### config.mk
export PLATFORM = sky130hd
export DESIGN_NAME = comp_frame_packer
export DESIGN_NICKNAME = d
export VERILOG_FILES = /design/src/rtl/comp_fmt_pkg.sv /design/src/rtl/comp_fifo.sv /design/src/rtl/comp_frame_packer.sv
export SDC_FILE = /design/constraint.sdc
export NUM_CORES = 1
export LEC_CHECK = 0
export CAP_MARGIN = 15
export CORE_UTILIZATION = 62
export CTS_BUF_LIST = sky130_fd_sc_hd__clkbuf_16
export DETAILED_ROUTE_END_ITERATION = 7
export PLACE_DENSITY_LB_ADDON = 0.15
export SYNTH_ARGS = -nofsm -noshare
export SYNTH_HDL_FRONTEND = slang
export SYNTH_SLANG_ARGS = --single-unit
export TNS_END_PERCENT = 10
### constraint.sdc
create_clock -name LCTCLK -period 8.1 [get_ports LCTCLK]
set_clock_uncertainty 0.15 [all_clocks]
set_input_delay 1.62 -clock LCTCLK [delete_from_list [all_inputs] [get_ports LCTCLK]]
set_output_delay 1.62 -clock LCTCLK [all_outputs]
set_load 0.02 [all_outputs]
### src/rtl/comp_fmt_pkg.sv
// Shared constants and types for the comparator frame packer.
//   HDR_TAG : upper nibble of every frame header word
//   BX_MAX  : last bunch-crossing number before the counter wraps to 0
//   ENTRY_W : FIFO entry width, {bx[11:0], G6..G1} = 12 + 48 bits
//   tx_state_e : serializer FSM states
package comp_fmt_pkg;

    localparam logic [3:0]  HDR_TAG = 4'hC;
    localparam int unsigned BX_MAX  = 3563;
    localparam int unsigned ENTRY_W = 60;

    typedef enum logic [2:0] {
        StIdle,
        StHdr,
        StD1,
        StD2,
        StD3
    } tx_state_e;

endpackage

### src/rtl/comp_fifo.sv
// Synchronous single-clock FIFO holding one frame entry per slot.
// Ports:
//   lctclk, lctrst : clock, asynchronous active-high reset
//   push, wdata    : write request and data; ignored when full unless pop on the same edge
//   pop            : read request; ignored when empty
//   rdata          : head entry (valid while !empty)
//   full, empty    : occupancy flags
//   count          : number of stored entries, 0..DEPTH
module comp_fifo #(
    parameter int unsigned WIDTH = 60,
    parameter int unsigned DEPTH = 16
) (
    input  logic                     lctclk,
    input  logic                     lctrst,
    input  logic                     push,
    input  logic                     pop,
    input  logic [WIDTH-1:0]         wdata,
    output logic [WIDTH-1:0]         rdata,
    output logic                     full,
    output logic                     empty,
    output logic [$clog2(DEPTH):0]   count
);

    localparam int unsigned AW = $clog2(DEPTH);

    logic [WIDTH-1:0] mem [DEPTH];
    logic [AW-1:0]    wr_ptr_q, rd_ptr_q;
    logic [AW:0]      cnt_q;
    logic             do_push, do_pop;

    assign full    = (cnt_q == (AW+1)'(DEPTH));
    assign empty   = (cnt_q == '0);
    assign count   = cnt_q;
    assign rdata   = mem[rd_ptr_q];
    assign do_pop  = pop && !empty;
    // When full, the slot being written is the one being popped, so this is safe.
    assign do_push = push && (!full || do_pop);

    always_ff @(posedge lctclk or posedge lctrst) begin
        if (lctrst) begin
            wr_ptr_q <= '0;
            rd_ptr_q <= '0;
            cnt_q    <= '0;
        end else begin
            if (do_push) wr_ptr_q <= wr_ptr_q + 1'b1;
            if (do_pop)  rd_ptr_q <= rd_ptr_q + 1'b1;
            if (do_push && !do_pop)      cnt_q <= cnt_q + 1'b1;
            else if (do_pop && !do_push) cnt_q <= cnt_q - 1'b1;
        end
    end

    always_ff @(posedge lctclk) begin
        if (do_push) mem[wr_ptr_q] <= wdata;
    end

endmodule

### src/rtl/comp_frame_packer.sv
// Captures the six comparator bytes every LCTCLK cycle, tags non-empty samples
// with the bunch-crossing number, queues them, and serializes each as a 4-word
// frame: {C,bx}, {G2,G1}, {G4,G3}, {G6,G5}.
// Ports:
//   LCTCLK, LCTRST    : 40 MHz clock, asynchronous active-high reset
//   G1C_LV..G6C_LV    : comparator bytes
//   ENABLE            : allow new frames to be queued
//   RESYNC            : zero the BX counter, clear OVFL/NDROP
//   TX_RDY            : downstream ready
//   TX_DATA/VLD/SOF   : frame word, valid, start-of-frame (header word)
//   OVFL, NDROP       : sticky drop flag, saturating drop count
module comp_frame_packer
    import comp_fmt_pkg::*;
#(
    parameter int unsigned FIFO_DEPTH = 16,
    parameter int unsigned BX_WIDTH   = 12
) (
    input  logic        LCTCLK,
    input  logic        LCTRST,
    input  logic [7:0]  G1C_LV,
    input  logic [7:0]  G2C_LV,
    input  logic [7:0]  G3C_LV,
    input  logic [7:0]  G4C_LV,
    input  logic [7:0]  G5C_LV,
    input  logic [7:0]  G6C_LV,
    input  logic        ENABLE,
    input  logic        RESYNC,
    input  logic        TX_RDY,
    output logic [15:0] TX_DATA,
    output logic        TX_VLD,
    output logic        TX_SOF,
    output logic        OVFL,
    output logic [7:0]  NDROP
);

    localparam int unsigned CW = $clog2(FIFO_DEPTH) + 1;

    logic [BX_WIDTH-1:0] bx_q, sample_bx_q;
    logic [47:0]         sample_q;
    logic                ovfl_q;
    logic [7:0]          ndrop_q;
    tx_state_e           state_q, state_d;

    logic [ENTRY_W-1:0]  entry, head;
    logic                fifo_full, fifo_empty;
    logic [CW-1:0]       fifo_count;
    logic                push_req, push_ok, drop, tx_acc, pop;

    assign entry    = {sample_bx_q[11:0], sample_q};
    assign push_req = ENABLE && (sample_q != '0);
    assign tx_acc   = TX_VLD && TX_RDY;
    assign pop      = (state_q == StD3) && tx_acc;
    assign push_ok  = push_req && (!fifo_full || pop);
    assign drop     = push_req && !push_ok;

    comp_fifo #(
        .WIDTH (ENTRY_W),
        .DEPTH (FIFO_DEPTH)
    ) u_fifo (
        .lctclk (LCTCLK),
        .lctrst (LCTRST),
        .push   (push_ok),
        .pop    (pop),
        .wdata  (entry),
        .rdata  (head),
        .full   (fifo_full),
        .empty  (fifo_empty),
        .count  (fifo_count)
    );

    always_ff @(posedge LCTCLK or posedge LCTRST) begin
        if (LCTRST) begin
            bx_q        <= '0;
            sample_bx_q <= '0;
            sample_q    <= '0;
            ovfl_q      <= 1'b0;
            ndrop_q     <= '0;
            state_q     <= StIdle;
        end else begin
            sample_q    <= {G6C_LV, G5C_LV, G4C_LV, G3C_LV, G2C_LV, G1C_LV};
            sample_bx_q <= bx_q;
            if (RESYNC || bx_q == BX_WIDTH'(BX_MAX)) bx_q <= '0;
            else                                    bx_q <= bx_q + 1'b1;
            // RESYNC wins over a drop on the same edge.
            if (RESYNC) begin
                ovfl_q  <= 1'b0;
                ndrop_q <= '0;
            end else if (drop) begin
                ovfl_q <= 1'b1;
                if (ndrop_q != 8'hFF) ndrop_q <= ndrop_q + 1'b1;
            end
            state_q <= state_d;
        end
    end

    always_comb begin
        state_d = state_q;
        unique case (state_q)
            StIdle: if (!fifo_empty) state_d = StHdr;
            StHdr:  if (tx_acc) state_d = StD1;
            StD1:   if (tx_acc) state_d = StD2;
            StD2:   if (tx_acc) state_d = StD3;
            // Count the same-edge push so back-to-back frames never idle.
            StD3:   if (tx_acc) state_d = (fifo_count > CW'(1) || push_ok) ? StHdr : StIdle;
            default: state_d = StIdle;
        endcase
    end

    // Outputs decode straight from state and the FIFO head, which stays put
    // until W3 is accepted, so a stall holds the word without extra registers.
    always_comb begin
        TX_DATA = '0;
        TX_VLD  = 1'b0;
        TX_SOF  = 1'b0;
        unique case (state_q)
            StHdr: begin
                TX_VLD  = 1'b1;
                TX_SOF  = 1'b1;
                TX_DATA = {HDR_TAG, head[59:48]};
            end
            StD1: begin
                TX_VLD  = 1'b1;
                TX_DATA = head[15:0];
            end
            StD2: begin
                TX_VLD  = 1'b1;
                TX_DATA = head[31:16];
            end
            StD3: begin
                TX_VLD  = 1'b1;
                TX_DATA = head[47:32];
            end
            default: ;
        endcase
    end

    assign OVFL  = ovfl_q;
    assign NDROP = ndrop_q;

endmodule

==> qor.rpt <==
==========================================================================================
Clock edge transition at the registers on the reported setup and hold paths        0.06 ns
Flops out of synthesis                                                               1,057
Global routing's busiest layer                                                        met2
Library cell with the largest summed area after synthesis                     sky130_fd_sc_hd__edfxtp_1
Worst rel slew slack                                                                 0.185
Die x size                                                                          257 µm
Sink Count                                                                           1,057
Internal                                                                           10.8 mW
Final standard cell area without fillers                                        45,500 µm²
# port buffers                                                                          79
Count of TritonRoute iterations in the first routing pass                                5
Net Sw Power                                                                       4.35 mW
Syn Nets                                                                             1,945
Cell total in the yosys stat output                                                  1,880
Final Hold Fails                                                                         0
Combinational cell fraction of total power                                           0.242
Routability-driven placement congestion ratio                                        0.799
Met3 layer usage reported by global route                                           0.0530
Req. time, crit path                                                               6.33 ns
Max Buffers Root-to-Sink                                                                 3
Number of violations reported at the end of detailed-routing iteration 0             2,483
Clock latency of the later-clocked register in the worst-skew pair                 0.67 ns
Leakage                                                                            14.9 nW
Tightest Pin Transition                                                            1.22 ns
Capture point of the worst reg-to-reg path                                    u_fifo.mem[3][12]
Tool warning count                                                                      36
Post-route minimum period                                                          6.29 ns
Path type of the worst min-delay path                                           reg -> reg
Count of flip-flops with a built-in enable after synthesis                             960
Worst setup slack after layout                                                     1.81 ns
Crit-path most repeated cell                                                  sky130_fd_sc_hd__buf_4
Result of the run                                                             finished, final reports clean
TritonCTS clock tree                                                                   yes
Depth of the worst register-to-register path                                             7
Worst slack after detailed placement                                               2.51 ns
Cell Area, Synth                                                                40,400 µm²
Syn. warnings                                                                            0
Overall overflow remaining after global route                                            0
Layout overhead on the synthesized area                                              12.7%
Area after detailed placement                                                   42,200 µm²
Hold-critical path depth                                                                 0
Top cell types by occurrence after synthesis                                  960 x sky130_fd_sc_hd__edfxtp_1, 209 x sky130_fd_sc_hd__mux4_2, 130 x sky130_fd_sc_hd__mux2i_1, 97 x sky130_fd_sc_hd__dfrtp_1, 39 x sky130_fd_sc_hd__o22ai_1
Number of H-tree levels                                                                  3
Final count of pins violating max slew                                                   0
Count of max-cap constraint violations                                                   0
Power density over the cells                                                    334 nW/µm²
Max stage delay cell, worst path                                              sky130_fd_sc_hd__buf_4
Largest driver fanout on the critical path                                              56
Count of placed standard cells including taps                                        2,757
Number of vias per cell                                                               6.75
Number of global-route vias before repair                                           20,400
DR DRC count                                                                             0
Part of the power in registers                                                       0.451
CP max stage delay                                                                 0.71 ns
CTS buffer count                                                                       101
Global-route track usage on met1                                                     0.417
Startpoint of the worst-slack reg-to-reg timing path                          sample_q[41]
Largest net degree at the start of global routing                                      104
==========================================================================================
==> layout make-up <==
cell class | count | area [µm²]
antenna | 1 | 2.50
clock buffer | 105 | 2630
clock inverter | 86 | 677
fill | 3758 | 18900
inverter | 12 | 47.5
multi-input combinational | 719 | 8680
sequential | 1057 | 31300
tap | 855 | 1070
timing repair buffer | 114 | 1120
==> power by group through the flow <==
stage | Combinational (mW) | Sequential [mW] | Clock, mW
6_report | 3.68 | 6.85 | 4.66
3_5_place_dp | 3.68 | 6.95 | 0
5_1_grt | 3.87 | 6.89 | 4.91
4_1_cts | 3.71 | 6.84 | 4.69
2_1_floorplan | 2.68 | 6.75 | 0
3_3_place_gp | 3.65 | 6.91 | 0
==> placed cells by master (no fill, tap or decap), drive strengths merged, types with 12 or more instances in the layout <==
master,instances
clkinv,38
and3,22
nor2b,20
nor2,32
or4,12
mux2i,130
inv,45
nor3,12
dfrtp,97
mux4,214
clkdlybuf4s50,79
clkbuf,105
buf,35
nand3,19
o22ai,39
o21ai,18
ha,12
a21oi,16
nor4,13
a22oi,16
edfxtp,960
xor2,15
nand2,30
==> logic make-up (layout without fill, tap and decap cells) <==
group                    count (synthesis)  count (layout)  synth area share
AND-OR/OR-AND                          126             126            0.0210
buffers and inverters                  104             317            0.0133
adder cells (fa/ha/maj)                 12              12           0.00372
flip-flops                            1057            1057             0.774
multiplexers                           351             351             0.154
other                                    0               1                 0
XOR/XNOR                                23              23           0.00499
AND/OR/NAND/NOR                        207             207            0.0288
==> layer usage <==
layer  wire, µm  share of wire
met5          0              0
met4       3420          0.035
met3       7860          0.082
met2      47600           0.49
met1      37400           0.39
==> registers in the layout, indices dropped and copies added (netlist names) <==
signal           flops
u_fifo.mem         960
sample_q            48
u_fifo.rd_ptr_q      4
state_q              3
u_fifo.wr_ptr_q      4
u_fifo.count         5
OVFL                 1
sample_bx_q         12
bx_q                12
NDROP                8
==> worst max path at each step <==
stage                                   from  depth (start not counted)          endpoint  slack [ns]
after floorplan                       TX_RDY                          5  u_fifo.mem[3][0]        1.16
after global placement    u_fifo.rd_ptr_q[1]                          8        TX_DATA[1]        2.50
after detailed placement  u_fifo.rd_ptr_q[1]                          7       TX_DATA[10]        2.51
after CTS                 u_fifo.rd_ptr_q[1]                          8        TX_DATA[1]        1.80
after global routing      u_fifo.rd_ptr_q[1]                          8        TX_DATA[1]        1.71
final                     u_fifo.rd_ptr_q[1]                          7       TX_DATA[10]        1.81
==> worst max-delay path, delay by kind of cell, from the launching register on <==
family,cells,cell delay (ns)
compound gates,1,0.15
buf+inv,3,1.75
flops,1,0.64
mux,2,0.59
simple gates,1,0.63
Figure 1. Placed standard cells.
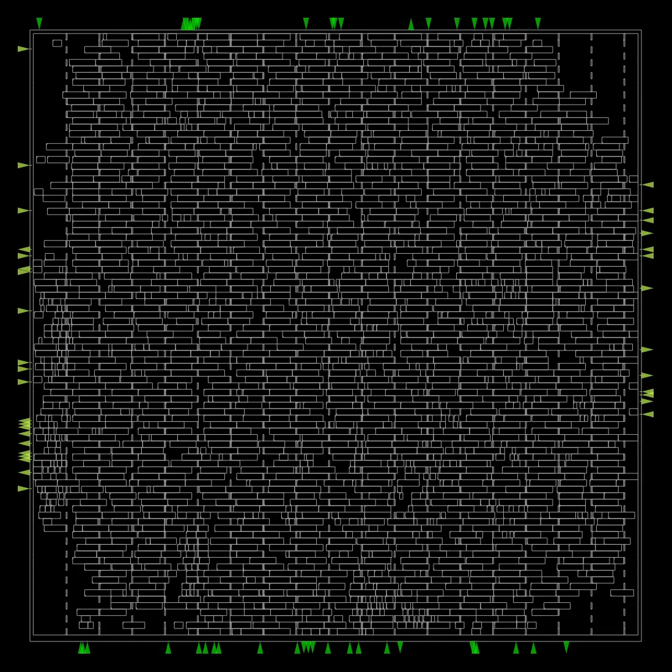
Seq Cell Count: 1,057
number of standard cells in the layout, taps in and fillers out: 2,949
# fillers: 3,758
std cell rows: 93

Figure 2. Met3 routing.
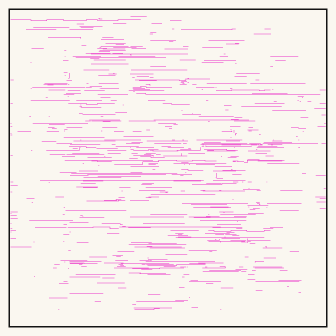
The longest straight run is 142 µm. The wires run mostly horizontal.

Figure 3. Local utilization.
The die is cut into 26 by 26 equal tiles; white is low, dark blue is high, 0 to 100% covered.
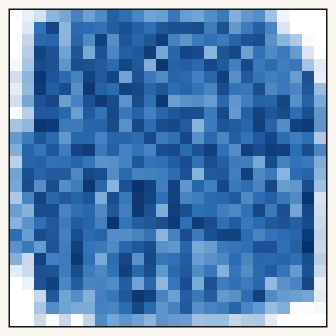
The mean over all tiles is 67%. 45% of the tiles are over 75% full. 3.8% of the tiles are nearly empty. The fullest tile reaches 100%.

Figure 4. Clock distribution.
Bar = 100 µm.
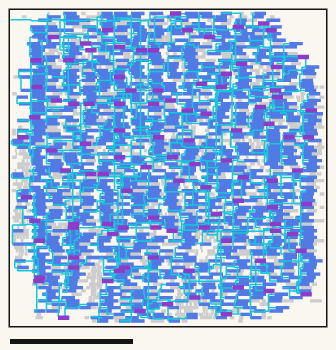
Key: cells driving clock nets = purple [count 101]; clock wires = cyan [length 11,000 µm]; flip-flops = blue [count 1,057]
There are 102 routed clock nets.

Power and IR drop assume default switching activity.
